[src/rtl/mpmc11_resv_table_if.sv]
// Request and table-state bundle between the mpmc11 controller and its reservation table.
interface mpmc11_resv_table_if #(
    parameter int unsigned NAR = 4
);
    logic                       lr;
    logic [3:0]                 lr_ch;
    logic [31:0]                lr_adr;
    logic                       we;
    logic                       cr;
    logic [3:0]                 wch;
    logic [31:0]                adr;
    logic [NAR-1:0][3:0]        resv_ch;
    logic [NAR-1:0][31:0]       resv_adr;
    logic [NAR-1:0]             resv_vld;
    logic [$clog2(NAR+1)-1:0]   resv_cnt;
    logic                       evict;

    modport master (
        output lr, lr_ch, lr_adr, we, cr, wch, adr,
        input  resv_ch, resv_adr, resv_vld, resv_cnt, evict
    );

    modport slave (
        input  lr, lr_ch, lr_adr, we, cr, wch, adr,
        output resv_ch, resv_adr, resv_vld, resv_cnt, evict
    );
endinterface

[src/rtl/mpmc11_resv_table.sv]
// LR reservation table: one line-granular reservation per channel, cleared by
// conflicting writes and by the owning channel's store-conditional.
module mpmc11_resv_table #(
    parameter int unsigned NAR  = 4,
    parameter logic [3:0]  NOCH = 4'hF
) (
    input logic                clk,
    input logic                rst,
    mpmc11_resv_table_if.slave bus
);
    localparam int unsigned IW = (NAR > 1) ? $clog2(NAR) : 1;
    localparam int unsigned CW = $clog2(NAR + 1);

    logic [NAR-1:0][3:0]  r_ch;
    logic [NAR-1:0][31:0] r_adr;
    logic [NAR-1:0]       r_vld;
    logic [CW-1:0]        r_cnt;
    logic                 r_evict;
    logic [IW-1:0]        r_vic;

    logic [NAR-1:0][3:0]  w_ch;
    logic [NAR-1:0][31:0] w_adr;
    logic [NAR-1:0]       w_vld;
    logic [CW-1:0]        w_cnt;
    logic                 w_evict;
    logic [IW-1:0]        w_vic;
    logic                 w_lr_ok;
    logic                 w_hit;
    logic [IW-1:0]        w_hit_idx;
    logic                 w_free;
    logic [IW-1:0]        w_free_idx;
    logic [IW-1:0]        w_sel;

    // Clears are applied to the working copy first so LR placement sees the post-clear table.
    always_comb begin
        w_ch       = r_ch;
        w_adr      = r_adr;
        w_vld      = r_vld;
        w_cnt      = '0;
        w_evict    = 1'b0;
        w_vic      = r_vic;
        w_hit      = 1'b0;
        w_hit_idx  = '0;
        w_free     = 1'b0;
        w_free_idx = '0;
        w_sel      = '0;
        w_lr_ok    = bus.lr && (bus.lr_ch != NOCH);

        for (int unsigned i = 0; i < NAR; i++) begin
            if (bus.we && ((r_vld[i] && (r_adr[i][31:5] == bus.adr[31:5])) ||
                           (bus.cr && (r_ch[i] == bus.wch)))) begin
                w_ch[i]  = NOCH;
                w_adr[i] = '0;
                w_vld[i] = 1'b0;
            end
        end

        for (int unsigned i = 0; i < NAR; i++) begin
            if (!w_hit && (w_ch[i] == bus.lr_ch)) begin
                w_hit     = 1'b1;
                w_hit_idx = IW'(i);
            end
            if (!w_free && !w_vld[i]) begin
                w_free     = 1'b1;
                w_free_idx = IW'(i);
            end
        end

        if (w_lr_ok) begin
            if (w_hit) begin
                w_sel = w_hit_idx;
            end else if (w_free) begin
                w_sel = w_free_idx;
            end else begin
                w_sel   = r_vic;
                w_evict = 1'b1;
                w_vic   = (r_vic == IW'(NAR - 1)) ? '0 : r_vic + IW'(1);
            end
            w_ch[w_sel]  = bus.lr_ch;
            w_adr[w_sel] = {bus.lr_adr[31:5], 5'b0};
            w_vld[w_sel] = 1'b1;
        end

        for (int unsigned i = 0; i < NAR; i++) begin
            w_cnt = w_cnt + CW'(w_vld[i]);
        end
    end

    always_ff @(posedge clk or posedge rst) begin
        if (rst) begin
            r_ch    <= {NAR{NOCH}};
            r_adr   <= '0;
            r_vld   <= '0;
            r_cnt   <= '0;
            r_evict <= 1'b0;
            r_vic   <= '0;
        end else begin
            r_ch    <= w_ch;
            r_adr   <= w_adr;
            r_vld   <= w_vld;
            r_cnt   <= w_cnt;
            r_evict <= w_evict;
            r_vic   <= w_vic;
        end
    end

    assign bus.resv_ch  = r_ch;
    assign bus.resv_adr = r_adr;
    assign bus.resv_vld = r_vld;
    assign bus.resv_cnt = r_cnt;
    assign bus.evict    = r_evict;
endmodule

[src/flat_wrapper.sv]
// flat-port wrapper written by rule: the top's interface ports become plain ports
module mpmc11_resv_table_flat 
#(
    parameter int unsigned NAR  = 4,
    parameter logic [3:0]  NOCH = 4'hF
)
  (clk, rst, bus_lr, bus_lr_ch, bus_lr_adr, bus_we, bus_cr, bus_wch, bus_adr, bus_resv_ch, bus_resv_adr, bus_resv_vld, bus_resv_cnt, bus_evict);
  mpmc11_resv_table_if #(.NAR(NAR)) bus_i ();
  input logic clk;
  input logic rst;
  input wire logic [$bits(bus_i.lr)-1:0] bus_lr;
  input wire logic [$bits(bus_i.lr_ch)-1:0] bus_lr_ch;
  input wire logic [$bits(bus_i.lr_adr)-1:0] bus_lr_adr;
  input wire logic [$bits(bus_i.we)-1:0] bus_we;
  input wire logic [$bits(bus_i.cr)-1:0] bus_cr;
  input wire logic [$bits(bus_i.wch)-1:0] bus_wch;
  input wire logic [$bits(bus_i.adr)-1:0] bus_adr;
  output wire logic [$bits(bus_i.resv_ch)-1:0] bus_resv_ch;
  output wire logic [$bits(bus_i.resv_adr)-1:0] bus_resv_adr;
  output wire logic [$bits(bus_i.resv_vld)-1:0] bus_resv_vld;
  output wire logic [$bits(bus_i.resv_cnt)-1:0] bus_resv_cnt;
  output wire logic [$bits(bus_i.evict)-1:0] bus_evict;
  assign bus_i.lr = bus_lr;
  assign bus_i.lr_ch = bus_lr_ch;
  assign bus_i.lr_adr = bus_lr_adr;
  assign bus_i.we = bus_we;
  assign bus_i.cr = bus_cr;
  assign bus_i.wch = bus_wch;
  assign bus_i.adr = bus_adr;
  assign bus_resv_ch = bus_i.resv_ch;
  assign bus_resv_adr = bus_i.resv_adr;
  assign bus_resv_vld = bus_i.resv_vld;
  assign bus_resv_cnt = bus_i.resv_cnt;
  assign bus_evict = bus_i.evict;
  mpmc11_resv_table #(.NAR(NAR), .NOCH(NOCH)) u_core (.clk(clk), .rst(rst), .bus(bus_i));
endmodule
[config.mk]
export PLATFORM = sky130hd
export DESIGN_NAME = mpmc11_resv_table_flat
export DESIGN_NICKNAME = d
export VERILOG_FILES = /design/src/rtl/mpmc11_resv_table_if.sv /design/src/rtl/mpmc11_resv_table.sv /design/src/flat_wrapper.sv
export SDC_FILE = /design/constraint.sdc
export NUM_CORES = 1
export LEC_CHECK = 0
export ABC_CLOCK_PERIOD_IN_PS = 6200
export CORE_MARGIN = 3
export CORE_UTILIZATION = 49
export DETAILED_ROUTE_END_ITERATION = 6
export PLACE_DENSITY = 0.85
export RECOVER_POWER = 50
export SYNTH_ARGS = -nofsm -noshare
export SYNTH_HDL_FRONTEND = slang
export SYNTH_SLANG_ARGS = --single-unit
[constraint.sdc]
create_clock -name clk -period 6.2 [get_ports clk]
set_input_delay 1.24 -clock clk [delete_from_list [all_inputs] [get_ports clk]]
set_output_delay 1.24 -clock clk [all_outputs]
set_load 0.1 [all_outputs]
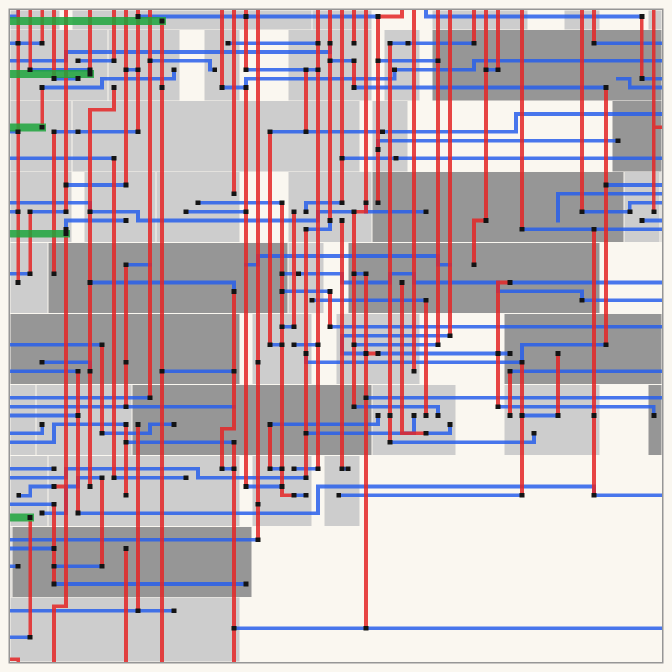
detail.png
Window x 91 to 116, y 22 to 47 um. Cells in grey, sequential cells in the stronger grey; small squares are vias.
legend:
  metal 1:
    colour: blue
  metal 2:
    colour: red
  metal 3:
    colour: green
most frequent: inv_1 (5), dfrtp_1 (4), dfstp_2 (4)
netlist names of flops here include: u_core.bus.resv_ch (4), u_core.bus.resv_cnt (2)
sequential cells in the window: 8
cells with their middle in the window: 29

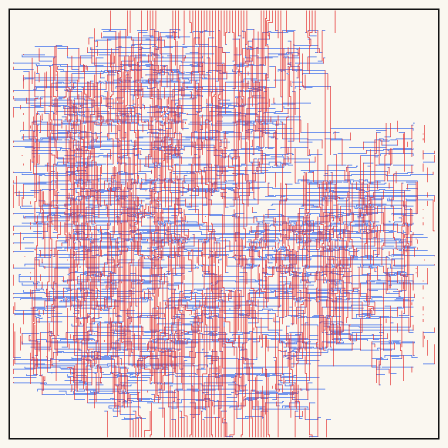
wires.png
Only two layers are drawn.
legend:
  metal 1:
    colour: blue
    wire_length: 11100 um
  metal 2:
    colour: red
    wire_length: 13800 um

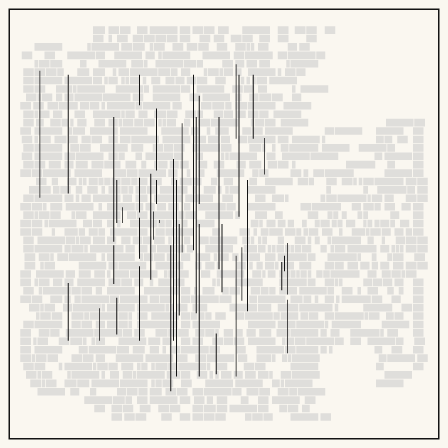
layer_met4.png
wire length on this layer: 1090 um
longest straight run: 63.2 um
nets with wire on the layer: 34

==> flow_summary.json <==
{
  "final_cell_mix": "clkdlybuf4s50_1, dfrtp_1, xnor2_1",
  "finalMaxSlewViolations": 42,
  "rsz0062_at_grt": "false",
  "synth_chip_area_sq_um": 8592,
  "cap_violations": 1,
  "grt_max_degree": 115,
  "core_area_sq_um": 16880,
  "hold_viol_final": 0,
  "stdcell_count": 1240,
  "post-cts-setup-buffers": 0,
  "bufAreaShareNonClock_pct": 19.61,
  "vias": 7372,
  "grt_use_met3_pct": 8.218,
  "setup-tns-final_ns": 0,
  "cts_num_sinks": 154,
  "viasPerCell": 5.945,
  "overflow": 0,
  "comb_share_pct": 37.06,
  "n_clock_buffer": 21,
  "fill_cells": 1273,
  "cts_buffer_depth": 2,
  "critPathLaunch": "bus_adr[7]",
  "diodes": 0,
  "cp.arrival_ns": 5.60,
  "flop_area_sq_um": 3874,
  "crit_path_frequent_cell": "ha_1",
  "ctsResizeCount": 0,
  "max_slew.worst_pin.slew_ns": 2.266,
  "cp.depth": 12,
  "warning_count": 38,
  "hold_end": "u_core.bus.resv_adr[3]",
  "cts-buffers-inserted": 17,
  "end_kind": "flop",
  "crit_type": "primary input to flop",
  "post-route-min-period_ns": 5.279,
  "fp_nets": 879,
  "ys_seq_share_pct": 45.09,
  "wl_met3_mm": 2.814,
  "wl_met2_mm": 13.84,
  "globalplace.congestion": 0.8778,
  "dp_hpwl_mm": 20.12,
  "clock_area_share_pct": 5.223,
  "nets": 1088,
  "adder_share_pct": 0.6699,
  "edf_count": 0,
  "reg2reg_to": "u_core.bus.resv_cnt[1]",
  "wire_per_inst_um": 23.23,
  "simple_gate_share_pct": 12.47,
  "largest_reg_flops": 128,
  "drt-initial-drc-count": 687,
  "portBuffers": 218,
  "clock_latency_ns": 0.43,
  "cts_tree": "built",
  "cts_root_buf": "clkbuf_16",
  "worstHoldStart": "u_core.bus.resv_adr[3]",
  "drive_above_1_share_pct": 10.98,
  "crit_chain": "clkdlybuf4s50_1 > xor2_1 > nor4_1 > nand3_1 > o21ai_4 > mux2i_1 > nor3_1 > nor3b_4 > a211o_1 > ha_1 > fa_1 > ha_1",
  "flop_cell": "dfrtp_1",
  "placed_cells": 1208,
  "final_util_pct": 68.55,
  "yosysUniqueCellTypes": 57,
  "taps": 220,
  "r2r_start": "u_core.bus.resv_adr[122]",
  "ant_nets": 0,
  "worstPathRequired_ns": 6.52,
  "clkTransAtPathRegs_ns": 0.07,
  "topCellsByArea": "dfrtp_1, xnor2_1, dfstp_2",
  "dieHeight_um": 138.4,
  "die_w_um": 138.4,
  "mux_area_share_pct": 12.26,
  "fin_area_sq_um": 11570,
  "dieArea_sq_um": 19160,
  "top_cell_area_share_pct": 40.19,
  "max_freq_mhz": 189.4,
  "placed_cell_area_sq_um": 10970,
  "setup_viol": 0,
  "worst_path_max_delay_cell": "mux2i_1",
  "crit_family": "simple AND/OR/NAND/NOR gates",
  "busiest_layer": "met2",
  "cp_max_fo": 15,
  "synthTopCellsByCount": "dfrtp_1, xnor2_1, inv_1, xor2_1, nor2_1",
  "grt_pass1_vias": 7532,
  "hold_depth": 1,
  "avgSynthCellArea_sq_um": 10.77,
  "grt_use_met1_pct": 37.02,
  "grt_usage_pct": 29.57,
  "synthArstFlopShare_pct": 100.0,
  "area_delta_synth_final_pct": 34.66,
  "sh_seq_area_pct": 33.48,
  "fin_skew_ns": 0.009345,
  "grt_pass1_wl_mm": 44.15,
  "finalHoldWorstSlack_ns": 0.4822,
  "violations": "max-capacitance violations, max-slew violations",
  "netlist_area_sq_um": 8592,
  "h-tree-depth": 4,
  "outcome": "finished, violations left",
  "dpl_worst_slack_ns": 0.6489,
  "ff2ff_setup_slack_ns": 1.95,
  "logic_family": "XOR/XNOR gates",
  "synthCells": 798,
  "fp_util_pct": 50.91,
  "final_common_cell": "clkdlybuf4s50_1",
  "n_all_inverters": 68
}
